**Placed standard cells**

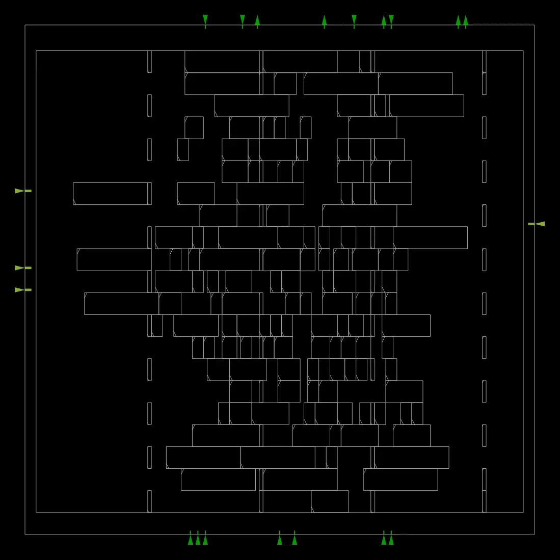
**Selected gate families**

(8 px per um)
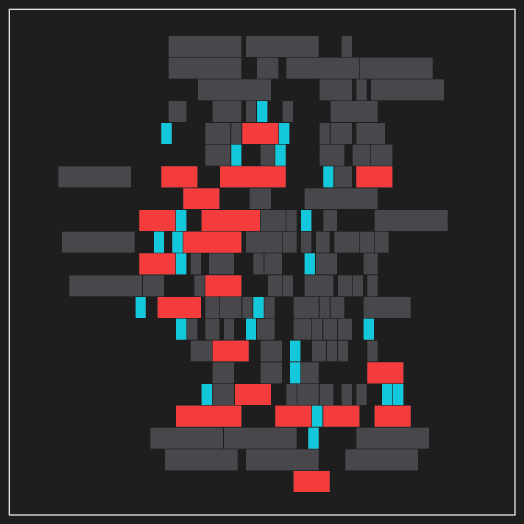
**Port wiring**

(4 px per um)
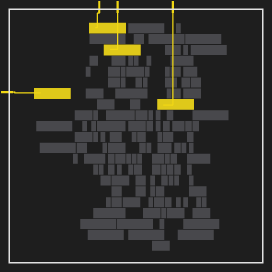
**Pin placement**

(8 px per um) Pins as bars across the die edge, other pins in gray.
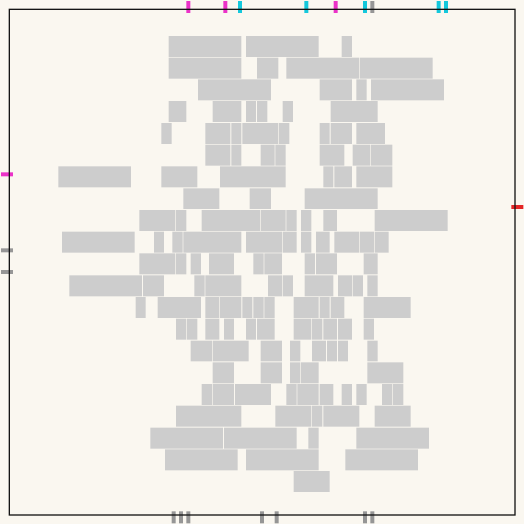
### config.mk
export PLATFORM = sky130hd
export DESIGN_NAME = ccta
export DESIGN_NICKNAME = d
export VERILOG_FILES = /design/src/rtl/ccta_pkg.sv /design/src/rtl/ccta_alu.sv /design/src/rtl/ccta.sv
export SDC_FILE = /design/constraint.sdc
export NUM_CORES = 1
export LEC_CHECK = 0
export ABC_AREA = 1
export ABC_CLOCK_PERIOD_IN_PS = 2600
export CAP_MARGIN = 10
export CORE_MARGIN = 1
export CORE_UTILIZATION = 30
export CTS_BUF_LIST = sky130_fd_sc_hd__clkbuf_4
export DETAILED_ROUTE_END_ITERATION = 8
export DONT_BUFFER_PORTS = 1
export SLEW_MARGIN = 10
export SYNTH_ARGS = -nofsm -noshare
export SYNTH_HDL_FRONTEND = slang
export SYNTH_SLANG_ARGS = --single-unit
### constraint.sdc
create_clock -name clk -period 2.6 [get_ports clk]
set_input_delay 0.65 -clock clk [delete_from_list [all_inputs] [get_ports clk]]
set_output_delay 0.65 -clock clk [all_outputs]
set_load 0.05 [all_outputs]
### src/rtl/ccta_pkg.sv
// Shared constants for the conditional compute-and-tally block.
package ccta_pkg;
   localparam int DATA_W_DEFAULT = 4;
   localparam int OUT_W          = DATA_W_DEFAULT + 1;
   localparam int SAT_MAX        = (1 << OUT_W) - 1;

   localparam logic MODE_SUM  = 1'b0;
   localparam logic MODE_DIFF = 1'b1;
endpackage

### src/rtl/ccta_alu.sv
// Combinational core of ccta.
// Computes A+B+C (sum mode) or |A-B|+C (difference mode).
// The arithmetic runs wide enough that nothing is lost, then clamps to the
// largest value the output can hold.
module ccta_alu
   import ccta_pkg::*;
#(
   parameter int DATA_W = DATA_W_DEFAULT
) (
   input  logic [DATA_W-1:0] a,
   input  logic [DATA_W-1:0] b,
   input  logic [DATA_W-1:0] c,
   input  logic              ctrl,
   output logic [DATA_W:0]   r
);
   localparam int WIDE_W = DATA_W + 2;
   localparam logic [WIDE_W-1:0] SAT_W = WIDE_W'((1 << (DATA_W + 1)) - 1);

   logic [DATA_W-1:0] diff;
   logic [WIDE_W-1:0] first;
   logic [WIDE_W-1:0] wide;

   // Select the first term: the ordered difference never wraps, the pair sum
   // is widened before adding. Then add C and clamp at the output maximum.
   always_comb begin
      diff  = (a >= b) ? (a - b) : (b - a);
      first = (ctrl == MODE_DIFF) ? {2'b00, diff}
                                  : ({2'b00, a} + {2'b00, b});
      wide  = first + {2'b00, c};
      r     = (wide > SAT_W) ? SAT_W[DATA_W:0] : wide[DATA_W:0];
   end
endmodule

### src/rtl/ccta.sv
// Conditional compute-and-tally block.
// Two-stage pipeline: the operands and mode are registered first. The clamped
// result of that sample is registered one edge later.
module ccta
   import ccta_pkg::*;
#(
   parameter int DATA_W = DATA_W_DEFAULT
) (
   input  logic              clk,
   input  logic              rst_n,
   input  logic [DATA_W-1:0] A,
   input  logic [DATA_W-1:0] B,
   input  logic [DATA_W-1:0] C,
   input  logic              ctrl,
   output logic [DATA_W:0]   q
);
   logic [DATA_W-1:0] a_reg;
   logic [DATA_W-1:0] b_reg;
   logic [DATA_W-1:0] c_reg;
   logic              ctrl_reg;
   logic [DATA_W:0]   r_next;

   // Stage 1: capture operands and mode together so a mode change applies to
   // exactly that sample.
   always_ff @(posedge clk or negedge rst_n) begin
      if (!rst_n) begin
         a_reg    <= '0;
         b_reg    <= '0;
         c_reg    <= '0;
         ctrl_reg <= MODE_SUM;
      end else begin
         a_reg    <= A;
         b_reg    <= B;
         c_reg    <= C;
         ctrl_reg <= ctrl;
      end
   end

   ccta_alu #(
      .DATA_W (DATA_W)
   ) u_alu (
      .a    (a_reg),
      .b    (b_reg),
      .c    (c_reg),
      .ctrl (ctrl_reg),
      .r    (r_next)
   );

   // Stage 2: register the clamped result. It clears at once on reset, so
   // samples already in flight are dropped.
   always_ff @(posedge clk or negedge rst_n) begin
      if (!rst_n) begin
         q <= '0;
      end else begin
         q <= r_next;
      end
   end
endmodule

==> out/qor.csv <==
stage,metric,value,unit
yosys,MUX area fraction,0,
floorplan,floorplan utilization,0.3246,
power,PwrDens,594.6,nW/um^2
drt,Met1 Wirelength,910,um
sta,final critical-path share of the clock period,0.9514,
yosys,sequential fraction of the synthesis area,0.4031,
yosys,leading post-synthesis cells by instance count,"27 x sky130_fd_sc_hd__nand2_1, 22 x sky130_fd_sc_hd__inv_1, 18 x sky130_fd_sc_hd__dfrtp_1, 15 x sky130_fd_sc_hd__ha_1, 9 x sky130_fd_sc_hd__nand3_1",
yosys,post-synthesis net count,157,
drt,routed length on met3,22,um
clock_network,Clock Path Buffers,2,
sta,count of pins over their slew limit,0,
drt,DR vias,814,
yosys,yosys stat area,1117,sq um
global_route,routing usage on met1,0.1256,
yosys,post-synthesis instance total,123,
yosys,Top cell area share,0.4031,
worst_setup_path,maximum fanout along the worst path,3,
yosys,number of synthesized register bits,18,
flow_run,max cap viols,0,
yosys,mean area per synthesized cell,9.084,sq um
global_route,met3 routing resource usage after global routing,0.01642,
clock_network,clock insertion delay at the later pin of the skew report,310,ps
clock_network,clk root buf,sky130_fd_sc_hd__clkbuf_4,
sta,unrepaired setup endpoints after global routing,true,
worst_setup_path,R2R setup slack,130,ps
yosys,most numerous cell in the Yosys netlist,sky130_fd_sc_hd__nand2_1,
final_layout,P&R area growth vs syn,19.93,%
global_route,GRT overflow,0,
floorplan,num ports,20,
floorplan,horizontal die size,63.03,um
yosys,number of enable-type register cells in the synthesized netlist,0,
worst_setup_path,CP Data Arrival Time,2680,ps
worst_setup_path,critical path class,flip-flop to flip-flop,
yosys,dominant register cell in the synthesized netlist,sky130_fd_sc_hd__dfrtp_1,
yosys,"share of synthesized cell area in full adder, half adder and majority cells",0.2396,
drt,number of remaining DRC errors,0,
final_layout,layout cells sized above 1,0.2774,
sta,worst hold slack,356.4,ps
clock_network,number of buffers created by CTS,3,
drt,total iterations of the first detailed-routing run,4,
yosys,"AND-OR/OR-AND Cells, Area Fraction",0.09518,
sta,smallest setup slack after layout,126.4,ps
run_status,result of the run,completed,
placed_design,global placer's final weighted congestion,0.8653,
yosys,library cell with the largest summed area after synthesis,sky130_fd_sc_hd__dfrtp_1,
final_layout,non-filler instance count after layout,183,
floorplan,height of the chip,63.03,um
placed_design,number of port buffers,0,
global_route,global-route met2 utilization,0.2151,
placed_design,DP Cell Count,174,
yosys,"AND/OR/NAND/NOR Cells, Area Fraction",0.1590,
placed_design,setup slack after placement,-149.8,ps
yosys,post-synthesis cell count from yosys,123,
sta,minimum clock period after layout,2474,ps
clock_network,CTS sink count,18,
clock_network,TritonCTS clock tree,yes,
yosys,main area contributors,"sky130_fd_sc_hd__dfrtp_1 40%, sky130_fd_sc_hd__ha_1 17%, sky130_fd_sc_hd__nand2_1 9.1%",
drt,topmost layer with routed signal wires,met4,
global_route,all-layer global routing usage,0.1173,
sta,maximum achievable frequency,0.4043,GHz
worst_setup_path,type of element launching the critical path,flip-flop,
worst_setup_path,Worst Reg-to-Reg Cells,15,
power,Worst IR Drop VDD,0.2213,mV
worst_setup_path,worst flop-to-flop path startpoint,a_reg[0],
sta,number of setup violations in the final report,0,
flow_run,tool warnings,34,
global_route,layer with the highest usage,met2,
final_layout,net count of the finished layout,172,
sta,transition at the pin with the smallest max-transition slack,826.2,ps
sta,"Hold Violations, Final",0,
Notes on 'placed standard cells' above:
Seq area share: 0.3361
placeable core region: 3442 sq um
number of placement rows: 21
final cell utilization of the core: 0.3893

Notes on 'selected gate families' above:
legend:
  fa/ha/maj cells:
    color: red
    cells: 19
    most_used: ha_1
  inv cells:
    color: cyan
    cells: 24
    most_used: inv_1

Notes on 'port wiring' above:
legend:
  `C`:
    color: yellow
    direction: input
    end_cells: 4
    buffers: 0
    wire: 49.6 um

Notes on 'pin placement' above:
legend:
  `q`:
    color: cyan
    pins: 5
    direction: output
    edge: north
  `ctrl`:
    color: red
    pins: 1
    direction: input
    edge: east
  `C`:
    color: magenta
    pins: 4
    direction: input
    edge: 3 north, 1 west

[power breakdown]
part / internal, mW / total, mW / switching (mW)
combinational: 0.104 / 0.231 / 0.127
sequential: 0.312 / 0.416 / 0.104
clock: 0.0561 / 0.150 / 0.0935
[cell families after synthesis]
logic type | count (synthesis)
fa+ha+maj | 19
simple gates | 42
xor+xnor | 2
compound gates | 17
flops | 18
buf+inv | 25
[area by class of cell]
cell class | count | area (sq um)
multi-input combinational | 80 | 630.6
fill | 342 | 2102
sequential | 18 | 450.4
clock buffer | 3 | 22.52
tap | 46 | 57.56
clock inverter | 1 | 3.754
inverter | 24 | 90.09
timing repair buffer | 11 | 85.08
[cells in the final DEF, fill, tap and decap left out, types with 2 or more instances in the layout]
| cell | n |
|---|---|
| sky130_fd_sc_hd__buf_4 | 10 |
| sky130_fd_sc_hd__dfrtp_1 | 18 |
| sky130_fd_sc_hd__o21ai_2 | 2 |
| sky130_fd_sc_hd__a21oi_2 | 4 |
| sky130_fd_sc_hd__a21oi_1 | 6 |
| sky130_fd_sc_hd__nand2_2 | 5 |
| sky130_fd_sc_hd__inv_1 | 19 |
| sky130_fd_sc_hd__inv_2 | 5 |
| sky130_fd_sc_hd__ha_1 | 14 |
| sky130_fd_sc_hd__nand3_2 | 2 |
| sky130_fd_sc_hd__nand2_1 | 21 |
| sky130_fd_sc_hd__clkbuf_4 | 3 |
| sky130_fd_sc_hd__fa_2 | 2 |
| sky130_fd_sc_hd__fa_1 | 2 |
| sky130_fd_sc_hd__nor2_1 | 4 |
| sky130_fd_sc_hd__nand3_1 | 8 |
[per-stage QoR]
stage	util	area (sq um)	power, mW
after floorplan	-	1117	0.5553
after global placement	0.3522	1212	0.5924
after detailed placement	0.3522	1212	0.5998
after CTS	0.3639	1252	0.7559
after global routing	0.3893	1340	0.8585
final	0.3893	1340	0.7968
[timing repair]
| action | 4_1_cts | 5_1_grt |
|---|---|---|
| hold buffers | 0 | 1 |
| gates resized | 5 | 18 |
| pin swaps | 2 | 15 |
| buffers inserted | 0 | 4 |
| endpoints found under the hold margin | 0 | 18 |
| setup endpoints to repair | 5 | 5 |
[critical path: stages, from the launching register on]
cell,delay [ps]
sky130_fd_sc_hd__dfrtp_1,390
sky130_fd_sc_hd__inv_1,60
sky130_fd_sc_hd__ha_2,160
sky130_fd_sc_hd__inv_2,40
sky130_fd_sc_hd__fa_2,370
sky130_fd_sc_hd__inv_2,70
sky130_fd_sc_hd__nand2_2,60
sky130_fd_sc_hd__a21oi_2,190
sky130_fd_sc_hd__nand2_1,70
sky130_fd_sc_hd__a31oi_1,170
sky130_fd_sc_hd__ha_1,270
sky130_fd_sc_hd__inv_1,110
sky130_fd_sc_hd__o21ai_1,90
sky130_fd_sc_hd__a21oi_2,140
sky130_fd_sc_hd__or2_1,130
sky130_fd_sc_hd__nand3_2,60
[how the worst min path moves through the flow]
stage,end,start,slack (ps)
5_1_grt,c_reg[1],C[1],330
6_report,c_reg[0],C[0],360
3_3_place_gp,b_reg[1],rst_n,350
2_1_floorplan,a_reg[0],rst_n,350
3_5_place_dp,b_reg[1],rst_n,350
4_1_cts,c_reg[0],rst_n,10
Power is estimated from default activity; no workload was simulated.
